==> config.mk <==
export PLATFORM = sky130hd
export DESIGN_NAME = logic_pipe
export DESIGN_NICKNAME = d
export VERILOG_FILES = /design/src/rtl/logic_pipe.sv
export SDC_FILE = /design/constraint.sdc
export NUM_CORES = 1
export LEC_CHECK = 0
export CORE_AREA = 2 2 39 41
export CTS_BUF_LIST = sky130_fd_sc_hd__clkbuf_4 sky130_fd_sc_hd__clkbuf_8 sky130_fd_sc_hd__clkbuf_16
export DETAILED_ROUTE_END_ITERATION = 10
export DIE_AREA = 0 0 41 43
export PLACE_DENSITY = 0.58
export SETUP_SLACK_MARGIN = 0.2
export SYNTH_ARGS = -nofsm -noshare
export SYNTH_HDL_FRONTEND = slang
export SYNTH_SLANG_ARGS = --single-unit
==> constraint.sdc <==
create_clock -name clk -period 2.5 [get_ports clk]
set_clock_uncertainty 0.15 [all_clocks]
set_input_delay 0.25 -clock clk [delete_from_list [all_inputs] [get_ports clk]]
set_output_delay 0.25 -clock clk [all_outputs]
set_load 0.01 [all_outputs]
==> src/rtl/logic_pipe.sv <==
// logic_pipe: handshaked two-operand bitwise pipeline of DEPTH register stages.
// Each accepted (a, b) pair is combined by op (OR/AND/XOR/pass-A) and carried
// through DEPTH stages to q. Empty stages are filled from behind, so gaps between
// items close up. A stall at the output only holds back stages that are occupied.
// Ports:
//   clk, res           clock, synchronous active-high reset
//   in_valid/in_ready  input handshake (in_ready is combinational)
//   a, b, op           operands and operation select
//   out_valid/out_ready output handshake (out_valid registered)
//   q                  result at the last stage (registered)
//   occupancy          number of valid stages (registered)
module logic_pipe #(
  parameter  int unsigned WIDTH = 1,
  parameter  int unsigned DEPTH = 2,
  localparam int unsigned CW    = $clog2(DEPTH + 1)
) (
  input  logic             clk,
  input  logic             res,
  input  logic             in_valid,
  output logic             in_ready,
  input  logic [WIDTH-1:0] a,
  input  logic [WIDTH-1:0] b,
  input  logic [1:0]       op,
  output logic             out_valid,
  input  logic             out_ready,
  output logic [WIDTH-1:0] q,
  output logic [CW-1:0]    occupancy
);

  logic [DEPTH-1:0][WIDTH-1:0] data_q, data_d;
  logic [DEPTH-1:0]            v_q, v_d;
  logic [DEPTH-1:0]            adv;
  logic [DEPTH-1:0]            load;
  logic [CW-1:0]               occ_q, occ_d;
  logic [WIDTH-1:0]            op_res;
  logic                        accept;
  logic                        drain;

  // Bitwise operation on the incoming operands.
  always_comb begin
    op_res = a | b;
    case (op)
      2'b00:   op_res = a | b;
      2'b01:   op_res = a & b;
      2'b10:   op_res = a ^ b;
      default: op_res = a;
    endcase
  end

  // A stage can advance when the output drains or any later stage is empty;
  // computed per stage without a chained vector to keep the logic acyclic.
  always_comb begin
    logic hole;
    adv  = '0;
    load = '0;
    for (int unsigned i = 0; i < DEPTH; i++) begin
      hole = 1'b0;
      for (int unsigned j = i + 1; j < DEPTH; j++) begin
        hole = hole | !v_q[j];
      end
      adv[i]  = out_ready | hole;
      load[i] = !v_q[i] | adv[i];
    end
  end

  assign in_ready = !res && load[0];
  assign accept   = in_valid && in_ready;
  assign drain    = v_q[DEPTH-1] && out_ready;

  // Next-state for data, valid and occupancy.
  always_comb begin
    data_d = data_q;
    v_d    = v_q;
    occ_d  = occ_q + CW'(accept) - CW'(drain);
    if (load[0]) begin
      data_d[0] = op_res;
      v_d[0]    = accept;
    end
    for (int unsigned i = 1; i < DEPTH; i++) begin
      if (load[i]) begin
        data_d[i] = data_q[i-1];
        v_d[i]    = v_q[i-1];
      end
    end
  end

  // State registers; reset discards all in-flight items.
  always_ff @(posedge clk) begin
    if (res) begin
      data_q <= '0;
      v_q    <= '0;
      occ_q  <= '0;
    end else begin
      data_q <= data_d;
      v_q    <= v_d;
      occ_q  <= occ_d;
    end
  end

  assign q         = data_q[DEPTH-1];
  assign out_valid = v_q[DEPTH-1];
  assign occupancy = occ_q;

endmodule

Fig. 1: run 1, clock network drawn from the DEF
Drawn at 8 px/um.
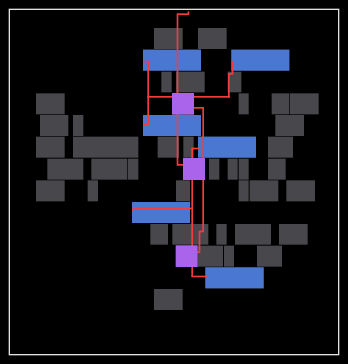
[flip-flops] blue | count: 6
[clock wires] red | length: 97.0 um
[clock drivers] purple | count: 3
routed clock nets: 4
clock group total power: 0.0000880 W
relative contribution of the clock network to total power: 35.3%

Fig. 2: run 1, wires at chosen ports, followed through buffers
Drawn at 6 px/um.
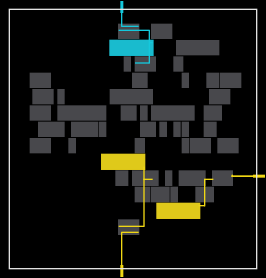
| port | color | bits | direction | end cells | wire |
|---|---|---|---|---|---|
| `occupancy` | yellow | 2 | output | 2 | 34.2 um |
| `q` | cyan | 1 | output | 1 | 18.5 um |
number of port buffers: 12
I/O pins: 13

Fig. 3: run 1, metal 3
Drawn at 12 px/um.
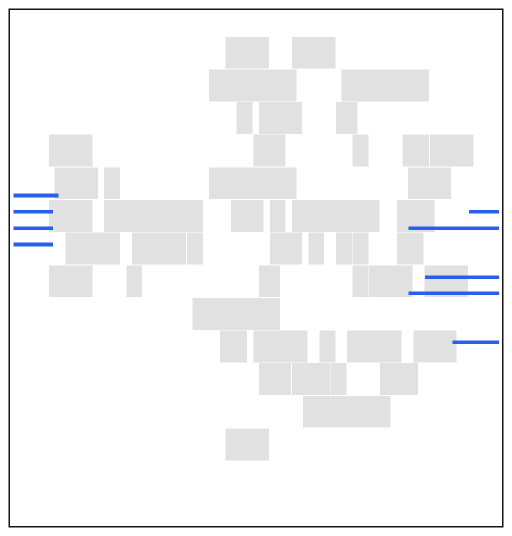
longest straight run: 7.20 um
wire length on this layer: 38.5 um
share of all routed wire: 7.8%
total via count after detailed routing: 253
detailed-route wire length: 494 um
grt met3 use: 0%

==> flow_metrics.py, run 1 <==
# Synthesis and PnR figures
metrics = {
    "power_and_ir_drop": {
        "reported_combinational_group_power_w": 0.0000528,
        "intPower_w": 0.000193,
        "sequentialPowerShare_pct": 43.6,
        "net-switching-power_w": 0.0000569,
        "power-per-cell-area_nw_per_um2": 528,
        "maxPowerGroup": "sequential cells",
        "seq_power_w": 0.000109,
    },
    "critical_path": {
        "critical-path-top-cell-by-count": "sky130_fd_sc_hd__clkdlybuf4s50_1",
        "timing.critical_path.to_type": "output pin",
        "worst-endpoint-arrival_ps": 1630,
        "timing.critical_path.fanout_max": 4,
        "cp_num_buf_inv": 2,
        "crit_family": "buffers and inverters",
        "critPathRequiredTime_ps": 2100,
        "critPathKind": "in -> out",
    },
    "sta": {
        "setup_violations": 0,
        "max-slew-margin-rel_pct": 84.1,
        "max_freq_mhz": 493,
        "grt_setup_unrepaired": "false",
        "slew_violations": 0,
        "fin_crit_ps": 2030,
        "holdWs_ps": 298,
    },
    "grt": {
        "global_route.overflow_total": 0,
        "grtUsageTotal_pct": 7.55,
        "grt_start_max_net_pins": 8,
        "grt_pass1_vias": 277,
        "antenna_violations_before_repair": 0,
        "grt_first_pass_wirelength_um": 876,
        "met2_usage_pct": 11.9,
    },
    "logic_synthesis": {
        "synth.net_count": 45,
        "yosysTopAreaCellShare_pct": 38.7,
        "largest_area_cell": "sky130_fd_sc_hd__dfxtp_1",
        "ys_warn_count": 0,
        "netlist_top_cells_count": "sky130_fd_sc_hd__dfxtp_1, sky130_fd_sc_hd__inv_1, sky130_fd_sc_hd__nor2_1",
        "sequential_share_of_the_synthesized_area_pct": 38.7,
        "yosys_register_bits": 6,
        "synthesis.instances": 33,
        "top_cells_by_area": "sky130_fd_sc_hd__dfxtp_1, sky130_fd_sc_hd__ha_1, sky130_fd_sc_hd__inv_1",
        "synth_area_per_cell_um2": 9.40,
        "synth.lib_cells_used.distinct": 15,
        "asyncSetResetFlopFracSynth_pct": 0,
        "synth_area_um2": 310,
    },
    "floorplanning": {
        "die_y_um": 43,
        "pre_placement_core_utilization_pct": 22.4,
        "fp.dieW_um": 41,
        "fp.coreArea_um2": 1380,
    },
    "final_layout": {
        "largest_cell_class": "logic gates",
        "final_cell_area_um2": 473,
        "ff_count": 6,
        "utilization_pct": 34.2,
        "layout_top_cells": "sky130_fd_sc_hd__clkdlybuf4s50_1, sky130_fd_sc_hd__inv_1, sky130_fd_sc_hd__dfxtp_1, sky130_fd_sc_hd__nor2_1, sky130_fd_sc_hd__ha_1",
        "final_layout_top_logic_cell": "sky130_fd_sc_hd__clkdlybuf4s50_1",
        "n_fill_cell": 151,
        "final.signal_inverter_count": 6,
        "clock_area_share_pct": 4.76,
        "sh_seq_area_pct": 25.4,
        "num-nets-final": 62,
        "logic_gates": 21,
    },
    "detailed_routing": {
        "met2_length_um": 259,
        "met3WireLength_um": 38,
        "drt-initial-drc-count": 0,
        "final_antenna_net_count": 0,
        "detail_route.vias_per_cell": 3.95,
        "met1_length_um": 196,
    },
    "clocking": {
        "hold_buffers": 0,
        "clock_tree_root_driver_cell": "sky130_fd_sc_hd__clkbuf_4",
        "clk_transition_reported_paths_ps": 50,
        "clkSinkCount": 6,
        "numCtsBuffers": 3,
        "post_cts_sizing_count": 0,
        "h-tree-depth": 1,
    },
    "hold_path": {
        "hold_path_class": "reg -> reg",
    },
    "status": {
        "status": "finished, final reports clean",
    },
    "flow_run": {
        "warning_count": 27,
        "maxCapViolCount": 0,
    },
    "place": {
        "placed_insts": 61,
    },
}
[run 1: through the flow]
stage          setup slack, ps  power [W]
4_1_cts                    463   0.000255
2_1_floorplan              734   0.000135
6_report                   472   0.000250
3_5_place_dp               395   0.000164
3_3_place_gp               395   0.000164
5_1_grt                    368   0.000265
[run 1: final timing paths]
kind / start / end / slack [ps] / depth (start not counted)
max: out_ready / in_ready / 470 / 4
min: v_q[0] / v_q[1] / 300 / 2
max reg2reg: v_q[1] / occupancy[0] / 820 / 7
min reg2reg: v_q[0] / v_q[1] / 300 / 2
[run 1: cell families after synthesis]
group / Yosys count / share of synthesized area [%]
compound gates: 3 / 5.65
xor+xnor: 2 / 5.65
fa+ha+maj: 4 / 16.1
buf+inv: 6 / 7.26
flops: 6 / 38.7
mux: 2 / 10.5
simple gates: 10 / 16.1
Fig. 4: run 1, placement density heat map
Drawn at 8 px/um. The die is cut into 8 by 9 equal tiles; dark blue is low, red is high, 0 to 100% covered.
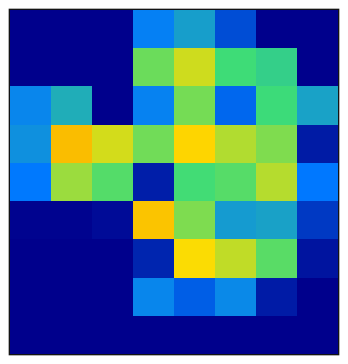

==> run 2: changes to the inputs <==
clock period = 1.9 ns   (was 2.5 ns; I/O delays follow)
Fig. 5: run 2, placement density heat map
Drawn at 8 px/um. The die is cut into 8 by 9 equal tiles; dark blue is low, red is high, 0 to 100% covered.
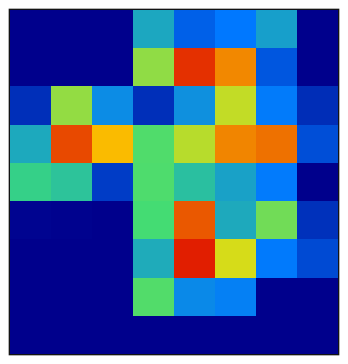
tiles over 75% full: 11%
emptiest ninth of the die: bottom left
fullest tile: 97%
nearly empty tiles: 39%
mean over tiles: 28%
CORE AREA: 1380 um^2
pre-placement core utilization: 22.4%
core occupancy in the finished layout: 36.7%

==> run 2 against run 1 <==
Against the previous run:
- final area is 7.4% higher
- hold slack got worse by 26 ps
- setup slack got worse by 220 ps
- final cell count is 4.7% higher
- area after synthesis is the same
- global-route usage rose by 0.91 points
- sequential cell count did not move
- critical path depth is 3 higher
- first-iteration DRC count grew 2
- clock power is 26% higher
- combinational power grew 41%
- synthesized cell count stayed put
==> flow_metrics.py, run 2 <==
# Synthesis and PnR figures
metrics = {
    "status": {
        "status": "finished, final reports clean",
    },
    "clocking": {
        "hold_buffers": 0,
        "clkSinkCount": 6,
        "post_cts_sizing_count": 2,
        "clk_transition_reported_paths_ps": 40,
        "numCtsBuffers": 3,
    },
    "detailed_routing": {
        "met3WireLength_um": 33,
        "route.vias.total": 266,
        "detail_route.wirelength_um": 524,
        "final_antenna_net_count": 0,
        "drt-initial-drc-count": 2,
        "met2_length_um": 260,
        "detail_route.vias_per_cell": 3.97,
    },
    "logic_synthesis": {
        "logic_family": "simple AND/OR/NAND/NOR gates",
        "asyncSetResetFlopFracSynth_pct": 0,
        "synthesis.instances": 33,
        "ys_warn_count": 0,
        "synth.lib_cells_used.distinct": 15,
        "mux_share_pct": 10.5,
        "synth_area_um2": 310,
        "synthSimpleGateAreaFrac_pct": 16.1,
        "largest_area_cell": "sky130_fd_sc_hd__dfxtp_1",
        "top_cells_by_area": "sky130_fd_sc_hd__dfxtp_1, sky130_fd_sc_hd__ha_1, sky130_fd_sc_hd__inv_1",
        "yosys.area_share.xor_xnor_pct": 5.65,
        "yosysTopAreaCellShare_pct": 38.7,
        "synth.net_count": 45,
        "adder_share_pct": 16.1,
        "yosys_register_bits": 6,
        "yosys.area_share.aoi_pct": 5.65,
    },
    "power_and_ir_drop": {
        "net-switching-power_w": 0.0000722,
        "relative_contribution_of_the_clock_network_to_total_power_pct": 33.7,
        "seq_power_w": 0.000144,
        "intPower_w": 0.000257,
        "power-per-cell-area_nw_per_um2": 647,
        "sequentialPowerShare_pct": 43.7,
        "reported_combinational_group_power_w": 0.0000742,
    },
    "critical_path": {
        "critical-path-top-cell-by-count": "sky130_fd_sc_hd__ha_1",
        "rr_endpoint": "occupancy[0]",
        "setup.worst_path.end": "occupancy[0]",
        "critPathRequiredTime_ps": 1880,
        "critPathKind": "reg -> reg",
        "crit_family": "adder cells",
        "worst-endpoint-arrival_ps": 1630,
        "timing.critical_path.to_type": "flip-flop",
    },
    "grt": {
        "antenna_violations_before_repair": 0,
        "grtUsageTotal_pct": 8.45,
        "grt_start_max_net_pins": 7,
        "global_route.overflow_total": 0,
    },
    "final_layout": {
        "layout_top_cells": "sky130_fd_sc_hd__clkdlybuf4s50_1, sky130_fd_sc_hd__inv_1, sky130_fd_sc_hd__dfxtp_1, sky130_fd_sc_hd__nor2_1, sky130_fd_sc_hd__ha_1",
        "num-nets-final": 65,
        "n_fill_cell": 148,
        "final_layout_top_logic_cell": "sky130_fd_sc_hd__clkdlybuf4s50_1",
    },
    "sta": {
        "holdWs_ps": 272,
        "fin_crit_ps": 1650,
        "max_freq_mhz": 605,
        "max-slew-margin-rel_pct": 89.2,
        "slew_violations": 0,
        "grt_setup_unrepaired": "true",
    },
    "hold_path": {
        "hold-path-cell-count": 3,
        "timing.hold.worst_endpoint": "v_q[1]",
        "hold_path_class": "in -> reg",
    },
    "floorplanning": {
        "ios": 13,
        "floorplan.rows": 14,
        "fp.dieW_um": 41,
    },
    "flow_run": {
        "maxCapViolCount": 0,
    },
}
[run 2: cell counts after synthesis]
No cell type changed its count.
[run 2: stage by stage]
step / setup slack (ps) / power, W / cell area, um^2 / instances
final: 247 / 0.000329 / 508 / 67
after global routing: 195 / 0.000352 / 508 / 67
after CTS: 221 / 0.000338 / 502 / 67
after detailed placement: -132 / 0.000222 / 482 / 64
after global placement: -96.0 / 0.000221 / 482 / 64
after floorplan: 208 / 0.000178 / 319 / 33
[run 2: cell type report]
class	count	share of cell area, %
multi-input combinational	21	35.2
timing repair buffer	15	28.1
sequential	6	23.9
clock buffer	3	4.43
inverter	6	4.43
tap	16	3.94
[run 2: per-layer routing]
metal	GRT usage, %	up-vias
met1	8.09	112
met5	0	-
met3	3.14	2
li1	-	142
met2	11.9	10
met4	10.0	0
==> run 3: changes to the inputs <==
CTS_CLUSTER_DIAMETER = 80   (was unset)
SLEW_MARGIN = 20   (was unset)
Fig. 6: run 3, routing congestion map
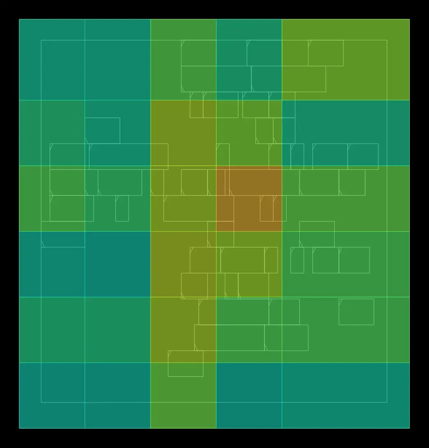
grt met3 use: 3.14%
post-DR wirelength/cell: 7.82 um
met2 demand-to-capacity share in global routing: 11.9%
GR Layer Usage met1: 8.09%
Top Usage Layer GRT: met2

==> run 3 against run 2 <==
Against the previous run:
- final cell count is the same
- first-iteration DRC count is the same
- non-clock buffer count is the same
- critical path type unchanged
- critical endpoint unchanged
==> flow_metrics.py, run 3 <==
# Synthesis and PnR figures
metrics = {
    "logic_synthesis": {
        "netlist_top_cells_count": "sky130_fd_sc_hd__dfxtp_1, sky130_fd_sc_hd__inv_1, sky130_fd_sc_hd__nor2_1",
        "synth_area_um2": 310,
        "logic_family": "simple AND/OR/NAND/NOR gates",
        "yosysTopAreaCellShare_pct": 38.7,
        "synth.lib_cells_used.distinct": 15,
        "synth_area_per_cell_um2": 9.40,
        "ys_warn_count": 0,
        "top_cells_by_area": "sky130_fd_sc_hd__dfxtp_1, sky130_fd_sc_hd__ha_1, sky130_fd_sc_hd__inv_1",
        "sequential_share_of_the_synthesized_area_pct": 38.7,
        "synth.net_count": 45,
        "asyncSetResetFlopFracSynth_pct": 0,
        "synthesis.instances": 33,
    },
    "detailed_routing": {
        "met3WireLength_um": 33,
        "drt-initial-drc-count": 2,
        "route.vias.total": 266,
        "met1_length_um": 215,
        "met2_length_um": 260,
    },
    "power_and_ir_drop": {
        "maxPowerGroup": "sequential cells",
        "reported_combinational_group_power_w": 0.0000742,
        "post-layout-total-power_w": 0.000329,
        "relative_contribution_of_the_clock_network_to_total_power_pct": 33.7,
        "net-switching-power_w": 0.0000722,
        "power-per-cell-area_nw_per_um2": 647,
    },
    "clocking": {
        "hold_buffers": 0,
        "clk_transition_reported_paths_ps": 40,
        "h-tree-depth": 1,
        "clkSinkCount": 6,
    },
    "critical_path": {
        "timing.critical_path.to_type": "flip-flop",
        "critPathRequiredTime_ps": 1880,
        "timing.critical_path.fanout_max": 4,
        "critical-path-top-cell-by-count": "sky130_fd_sc_hd__ha_1",
        "rr_endpoint": "occupancy[0]",
        "critPathKind": "reg -> reg",
    },
    "grt": {
        "grt_first_pass_wirelength_um": 931,
        "grt_start_max_net_pins": 7,
        "grtUsageTotal_pct": 8.45,
        "grt_pass1_vias": 274,
        "global_route.overflow_total": 0,
    },
    "final_layout": {
        "final_layout_top_logic_cell": "sky130_fd_sc_hd__clkdlybuf4s50_1",
        "layout_top_cells": "sky130_fd_sc_hd__clkdlybuf4s50_1, sky130_fd_sc_hd__inv_1, sky130_fd_sc_hd__dfxtp_1, sky130_fd_sc_hd__nor2_1, sky130_fd_sc_hd__ha_1",
        "sh_seq_area_pct": 23.9,
        "largest_cell_class": "logic gates",
        "n_clock_buffer": 3,
        "ff_count": 6,
        "num-nets-final": 65,
        "final.signal_buffer_count": 15,
        "bufAreaShareNonClock_pct": 28.1,
        "proportion_of_cell_area_occupied_by_multi_input_gates_pct": 35.2,
        "final_cell_area_um2": 508,
        "logic_gates": 21,
        "utilization_pct": 36.7,
    },
    "sta": {
        "holdWs_ps": 272,
        "fin_crit_ps": 1650,
        "grt_setup_unrepaired": "true",
        "max-slew-margin-rel_pct": 89.2,
        "slew_violations": 0,
        "setup_violations": 0,
        "max_freq_mhz": 605,
    },
    "flow_run": {
        "maxCapViolCount": 0,
        "warning_count": 28,
    },
    "hold_path": {
        "hold_path_class": "in -> reg",
        "timing.hold.worst_endpoint": "v_q[1]",
        "min-delay-start": "out_ready",
    },
    "floorplanning": {
        "pre_placement_core_utilization_pct": 22.4,
        "tap_cells": 16,
        "ios": 13,
        "floorplan.rows": 14,
    },
    "status": {
        "status": "finished, final reports clean",
    },
    "place": {
        "place_worst_setup_slack_ps": -132,
        "place.port_buffers": 12,
        "placed_insts": 64,
        "post_dp_cell_area_um2": 482,
    },
}
[run 3: cell counts in the layout (fill, tap and decap cells not counted)]
Identical to the previous run, type by type.
[run 3: timing repair]
item | 4_1_cts | 5_1_grt
pin swaps | 1 | 3
setup endpoints to repair | 3 | 3
gates resized | 2 | 3
[run 3: worst max path at each step]
stage,start,end,slack (ps),depth (start not counted)
2_1_floorplan,v_q[1],occupancy[0],210,7
3_3_place_gp,out_ready,occupancy[0],-100,8
3_5_place_dp,out_ready,occupancy[0],-130,8
4_1_cts,v_q[1],occupancy[0],220,7
5_1_grt,v_q[1],occupancy[0],200,7
6_report,v_q[1],occupancy[0],250,7
[run 3: worst max-delay path, delay by kind of cell (launching register included)]
kind / cells / cell delay (ps)
buffers and inverters: 1 / 40
adders and majority gates: 2 / 520
DFF: 1 / 320
and+or+nand+nor: 4 / 510
Power is estimated from default activity; no workload was simulated.
